--- src/rtl/cpu_pkg.sv ---
// Shared definitions for the multi-cycle CPU control path.
//   seq_state_e : sequencer FSM states
//   OP_*        : instruction class encodings held in ir[7:6]
//   ALU_OP_W    : width of the ALU function field ir[5:3]
//   HALT_BIT    : bit of a SYS instruction that selects HALT (1) or NOP (0)
package cpu_pkg;

  typedef enum logic [2:0] {
    ST_IDLE,
    ST_FETCH,
    ST_DECODE,
    ST_EXECUTE,
    ST_WRITEBACK,
    ST_HALTED
  } seq_state_e;

  localparam logic [1:0] OP_ALU = 2'b00;
  localparam logic [1:0] OP_LDI = 2'b01;
  localparam logic [1:0] OP_JMP = 2'b10;
  localparam logic [1:0] OP_SYS = 2'b11;

  localparam int ALU_OP_W = 3;
  localparam int HALT_BIT = 5;

endpackage

--- src/rtl/seq_decode.sv ---
// Combinational instruction classifier for cpu_sequencer.
// Ports:
//   ir       in  8         latched instruction register
//   is_write out 1         instruction writes the register file (ALU, LDI)
//   is_jump  out 1         instruction is JMP
//   is_halt  out 1         instruction is SYS with the HALT bit set
//   target   out PC_WIDTH  jump target, ir[PC_WIDTH-1:0]
module seq_decode
  import cpu_pkg::*;
#(
  parameter int PC_WIDTH = 4
) (
  input  logic [7:0]          ir,
  output logic                is_write,
  output logic                is_jump,
  output logic                is_halt,
  output logic [PC_WIDTH-1:0] target
);

  logic [1:0] op;
  logic       unused_ir;

  assign op        = ir[7:6];
  assign is_write  = (op == OP_ALU) || (op == OP_LDI);
  assign is_jump   = (op == OP_JMP);
  assign is_halt   = (op == OP_SYS) && ir[HALT_BIT];
  assign target    = ir[PC_WIDTH-1:0];
  // Not every IR bit feeds a decode term for every PC width.
  assign unused_ir = ^ir;

endmodule

--- src/rtl/cpu_sequencer.sv ---
// Multi-cycle control sequencer: owns the PC and steps each instruction
// through FETCH/DECODE/EXECUTE/WRITEBACK, driving the datapath strobes.
// Optional feature: define SEQ_SINGLE_STEP_EN to let a `step` pulse in IDLE
// execute exactly one instruction; otherwise `step` is ignored.
// Ports:
//   clk, rst      clock; asynchronous active-high reset
//   run           level, execute back to back while high
//   step          one-cycle pulse, single-step from IDLE (feature-gated)
//   halt_req      level, finish current instruction then go IDLE
//   instruction   8-bit instruction word at pc (combinational)
//   pc            instruction address
//   ir_load       one-cycle strobe in FETCH
//   opcode        ir[7:6]
//   alu_op        ir[5:3]
//   reg_write     one-cycle register-file write strobe in WRITEBACK
//   pc_src        high in WRITEBACK of a JMP
//   busy          high in FETCH..WRITEBACK
//   halted        high in HALTED
//   retired       completed-instruction count, wraps at 256
module cpu_sequencer
  import cpu_pkg::*;
#(
  parameter int          PC_WIDTH = 4,
  parameter int unsigned RESET_PC = 0
) (
  input  logic                clk,
  input  logic                rst,
  input  logic                run,
  input  logic                step,
  input  logic                halt_req,
  input  logic [7:0]          instruction,
  output logic [PC_WIDTH-1:0] pc,
  output logic                ir_load,
  output logic [1:0]          opcode,
  output logic [ALU_OP_W-1:0] alu_op,
  output logic                reg_write,
  output logic                pc_src,
  output logic                busy,
  output logic                halted,
  output logic [7:0]          retired
);

  seq_state_e          state, next_state;
  logic [7:0]          ir;
  logic                step_mode, next_step_mode;
  logic                start_step;
  logic                is_write, is_jump, is_halt;
  logic [PC_WIDTH-1:0] target;

  seq_decode #(.PC_WIDTH(PC_WIDTH)) u_decode (
    .ir       (ir),
    .is_write (is_write),
    .is_jump  (is_jump),
    .is_halt  (is_halt),
    .target   (target)
  );

`ifdef SEQ_SINGLE_STEP_EN
  assign start_step = step;
`else
  logic unused_step;
  assign unused_step = step;
  assign start_step  = 1'b0;
`endif

  always_comb begin
    next_state     = state;
    next_step_mode = step_mode;
    case (state)
      ST_IDLE: begin
        // halt_req dominates; run wins over step so a combined request
        // starts a free run rather than a single step.
        if (!halt_req) begin
          if (run) begin
            next_state     = ST_FETCH;
            next_step_mode = 1'b0;
          end else if (start_step) begin
            next_state     = ST_FETCH;
            next_step_mode = 1'b1;
          end
        end
      end
      ST_FETCH:   next_state = ST_DECODE;
      ST_DECODE:  next_state = ST_EXECUTE;
      ST_EXECUTE: next_state = ST_WRITEBACK;
      ST_WRITEBACK: begin
        if (is_halt)
          next_state = ST_HALTED;
        else if (run && !halt_req && !step_mode)
          next_state = ST_FETCH;
        else
          next_state = ST_IDLE;
      end
      ST_HALTED:  next_state = ST_HALTED;
      default:    next_state = ST_IDLE;
    endcase
  end

  // Strobes are registered from next_state so each is high for the whole
  // cycle spent in its state and clean of decode glitches.
  always_ff @(posedge clk or posedge rst) begin
    if (rst) begin
      state     <= ST_IDLE;
      step_mode <= 1'b0;
      pc        <= PC_WIDTH'(RESET_PC);
      ir        <= '0;
      ir_load   <= 1'b0;
      reg_write <= 1'b0;
      pc_src    <= 1'b0;
      retired   <= '0;
    end else begin
      state     <= next_state;
      step_mode <= next_step_mode;
      ir_load   <= (next_state == ST_FETCH);
      reg_write <= (next_state == ST_WRITEBACK) && is_write;
      pc_src    <= (next_state == ST_WRITEBACK) && is_jump;
      if (state == ST_FETCH)
        ir <= instruction;
      if (state == ST_WRITEBACK) begin
        pc      <= is_jump ? target : pc + PC_WIDTH'(1);
        retired <= retired + 8'd1;
      end
    end
  end

  assign opcode = ir[7:6];
  assign alu_op = ir[3 +: ALU_OP_W];
  assign busy   = (state == ST_FETCH) || (state == ST_DECODE) ||
                  (state == ST_EXECUTE) || (state == ST_WRITEBACK);
  assign halted = (state == ST_HALTED);

endmodule
--- config.mk ---
export PLATFORM = sky130hd
export DESIGN_NAME = cpu_sequencer
export DESIGN_NICKNAME = d
export VERILOG_FILES = /design/src/rtl/cpu_pkg.sv /design/src/rtl/seq_decode.sv /design/src/rtl/cpu_sequencer.sv
export SDC_FILE = /design/constraint.sdc
export NUM_CORES = 1
export LEC_CHECK = 0
export CAP_MARGIN = 20
export CORE_MARGIN = 5
export CORE_UTILIZATION = 41
export DETAILED_ROUTE_END_ITERATION = 6
export PLACE_DENSITY_LB_ADDON = 0.3
export SLEW_MARGIN = 20
export SYNTH_ARGS = -nofsm -noshare
export SYNTH_HDL_FRONTEND = slang
export SYNTH_SLANG_ARGS = --single-unit
--- constraint.sdc ---
create_clock -name clk -period 1.3 [get_ports clk]
set_clock_uncertainty 0.1 [all_clocks]
set_input_delay 0.26 -clock clk [delete_from_list [all_inputs] [get_ports clk]]
set_output_delay 0.26 -clock clk [all_outputs]
set_load 0.01 [all_outputs]
==> results.toml <==
# yosys + openroad results
[run_status]
status = "complete, but fails checks"
violations = "setup timing"

[setup_path]
critical-path-max-stage-delay_ns = 0.41
cp-end-kind = "flip-flop"
arrival_ns = 1.71
cp_cell_sequence = "buf_6, buf_8, nor3b_4, buf_12, mux2_4"
slowest_stage = "dfrtp_1"
critPathRequiredTime_ns = 1.43
critPathLaunchType = "flip-flop"
crit_type = "reg -> reg"
path_max_fanout = 8

[pwr]
cellPowerDensity_nw_per_um2 = 2130
p_total_mw = 4.08
p_clk_share_pct = 8.7
p_seq_share_pct = 31.4
p_int_mw = 2.62
irDropWorstVdd_mv = 1.62
p_comb_share_pct = 59.9
p_sw_mw = 1.46
swShare_pct = 35.8
leakage_nw = 0.960

[placed_design]
pre_cts_ws_ns = -0.256
place.port_buffers = 33
dpl_cell_area_um2 = 1690
hpwlAfterDp_um = 1770
gp_congestion = 0.772
dp_cells = 176

[routing]
post_drt_wl_per_cell_um = 14.3
wl_um = 2780
viasPerCell = 5.03
antenna_left = 0
dr.pass1.iters = 4
dr_total_vias = 980
drtIter0Drc = 14
drc_errors = 0

[global_route]
grt.overflow.total = 0
antenna_found_initial = 0
grt_pass1_wl_um = 4430
grt_pass1_vias = 1037
grtUsageTotal_pct = 13.6
grt_max_degree = 27

[final_timing]
period_used_pct = 121
post-route-min-period_ns = 1.58
worst_slew_pin_slew_ns = 0.269
setup_violations = 25
fmax_mhz = 634
slew_headroom_pct = 82.1
slew_violations = 0
rsz0062_at_grt = "yes"
finalWorstSetupSlack_ns = -0.278
hold_viol = 0

[synth]
largest_area_cell = "dfrtp_1"
yosys.stat.chipArea_um2 = 1200
ys_types = 27
synth.most_common_cell = "dfrtp_1"
yosys_warnings = 0
ys.flops = 26
ys_cells = 100
common_cells = "dfrtp_1 (26), mux2_2 (10), buf_4 (8)"
async_reset_ff_share_pct = 100
synthFlopType = "dfrtp_1"
ys_seq_share_pct = 54.2
floorplan.nets = 115
synth_top_area_share_pct = 54.2
synth_area_per_cell_um2 = 12.0
top_cells_by_area = "dfrtp_1 (54%), mux2_2 (9.4%), buf_4 (5.0%)"
synthesis.area_um2 = 1200
edf_count = 0

[final_layout]
num-nets-final = 181
combGateArea_um2 = 627
regArea_um2 = 651
n_antenna_cell = 0
drive_above_1_share_pct = 59.1
fill_cells = 229
final_cell_count_no_fill = 195

[floorplan]
boundaryPins = 35
chipArea_um2 = 4110
die_h_um = 64.1
core_util_floorplan_pct = 43.1
die_width_um = 64.1

[clock_tree]
tritoncts.num_buffers = 3
cts_htree_levels = 1
tritoncts = "built"
clock_path_buffers = 2
root_buffer = "clkbuf_4"
insertion_delay_ns = 0.33
clk_pin_slew_worst_paths_ns = 0.14
numClockSinks = 26

[hold_path]
hold_class = "in -> async"

[job]
warnings = 30
cap_violations = 0
-- power groups by stage --
stage,clock (mW),sequential (mW),combinational (mW)
6_report,0.354,1.28,2.44
3_5_place_dp,0,1.33,1.89
2_1_floorplan,0,1.38,0.989
3_3_place_gp,0,1.31,1.86
5_1_grt,0.384,1.32,2.64
4_1_cts,0.357,1.27,2.05
-- state kept, by name, summed over array words and instances (netlist names) --
signal / flops
ir: 8
retired: 8
pc: 4
state: 3
ir_load: 1
pc_src: 1
reg_write: 1
-- metrics by stage --
step | setup TNS, ns | hold slack, ns
after floorplan | -1.43 | 0.200
after global placement | -2.98 | 0.353
after detailed placement | -3.64 | 0.358
after CTS | -5.03 | 0.148
after global routing | -6.50 | 0.169
final | -5.21 | 0.136
-- routing by layer --
metal | global-route usage [%] | vias up | share of wire (%)
li1 | - | 465 | -
met1 | 15.1 | 483 | 40
met2 | 24.1 | 27 | 53
met3 | 4.03 | 5 | 6.2
met4 | 5.34 | 0 | 1.5
met5 | 0 | - | 0
-- area by class of cell --
type / instances / share of cell area [%]
inverter: 2 / 0.393
clock buffer: 3 / 1.18
multi-input combinational: 63 / 32.8
timing repair buffer: 70 / 29.5
sequential: 26 / 34.1
tap: 31 / 2.03
-- repair_timing --
item                                    CTS  global route
gates resized                            99            38
cloned                                    1             0
endpoints found under the setup margin   45            26
hold buffers                              0             0
pin swaps                                14            12
setup buffers                            14             1
-- layout by cell type (no fill, tap or decap), types with 3 or more instances in the layout --
| master | count |
|---|---|
| clkdlybuf4s50_1 | 11 |
| dfrtp_1 | 26 |
| nand2_1 | 3 |
| xnor2_1 | 5 |
| buf_2 | 22 |
| nor2_1 | 4 |
| xor2_1 | 3 |
| buf_6 | 9 |
| mux2_4 | 9 |
| clkbuf_4 | 3 |
| buf_4 | 25 |
| nand3_2 | 6 |
-- critical path, delay by kind of cell (launching register included) --
family	cells	cell delay, ns
mux	1	0.30
flops	1	0.41
buf+inv	3	0.43
simple gates	1	0.24
-- cell families after synthesis --
logic type | synth area share, %
xor gates and xnor gates | 6.57
muxes | 9.38
adders and majority gates | 2.09
and+or+nand+nor | 16.4
AOI/OAI and AO/OA | 4.80
DFF | 54.2
buffers and inverters | 6.57
-- path summary, 6_finish.rpt --
path / from / endpoint / slack, ns / cells after the start
max: state[1] / ir[2] / -0.28 / 5
min: rst / retired[2] / 0.14 / 3
max reg2reg: state[1] / ir[2] / -0.28 / 5
min reg2reg: ir[4] / ir[4] / 0.43 / 1
max in group asynchronous: rst / pc[3] / 0.81 / 3
min in group clk: ir[4] / ir[4] / 0.43 / 1
sizing.png
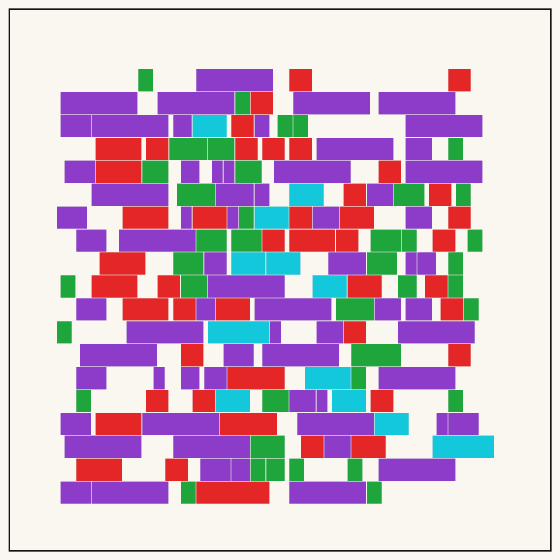
- cyan: x6 and larger (cells 12)
- purple: x1 and smaller (cells 67)
- red: x3 and x4 (cells 45)
- green: x2 (cells 40)
Area Growth Syn to Fin: 59.2%
Finished Cell Area: 1910 µm²
Repair and plain buffers: 70

placed.png
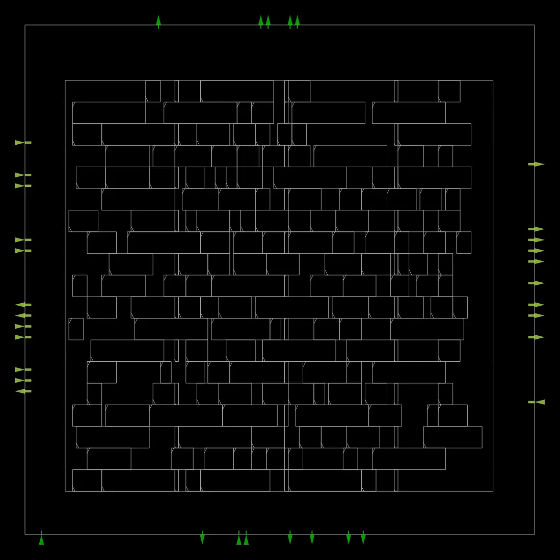
Finished Core Util: 68.7%
num tapcells: 31
Core Box Area: 2780 µm²
# rows: 19

port_trees.png
The bar under the picture is 20 µm long.
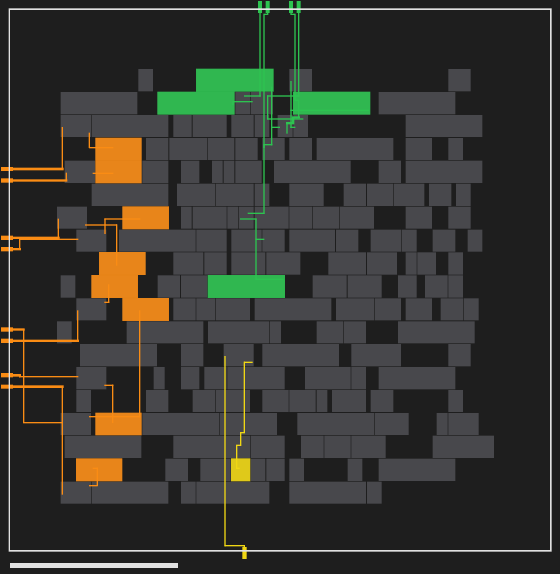
- yellow: run (bits 1; direction input; edge south; end cells 1; buffers 1; wire 39.3 µm)
- green: pc (bits 4; direction output; edge north; end cells 4; buffers 4; wire 115 µm)
- orange: instruction (bits 8; direction input; edge west; end cells 8; buffers 8; wire 139 µm)

Power figures rest on the tool's default switching activity, not on a simulated workload.
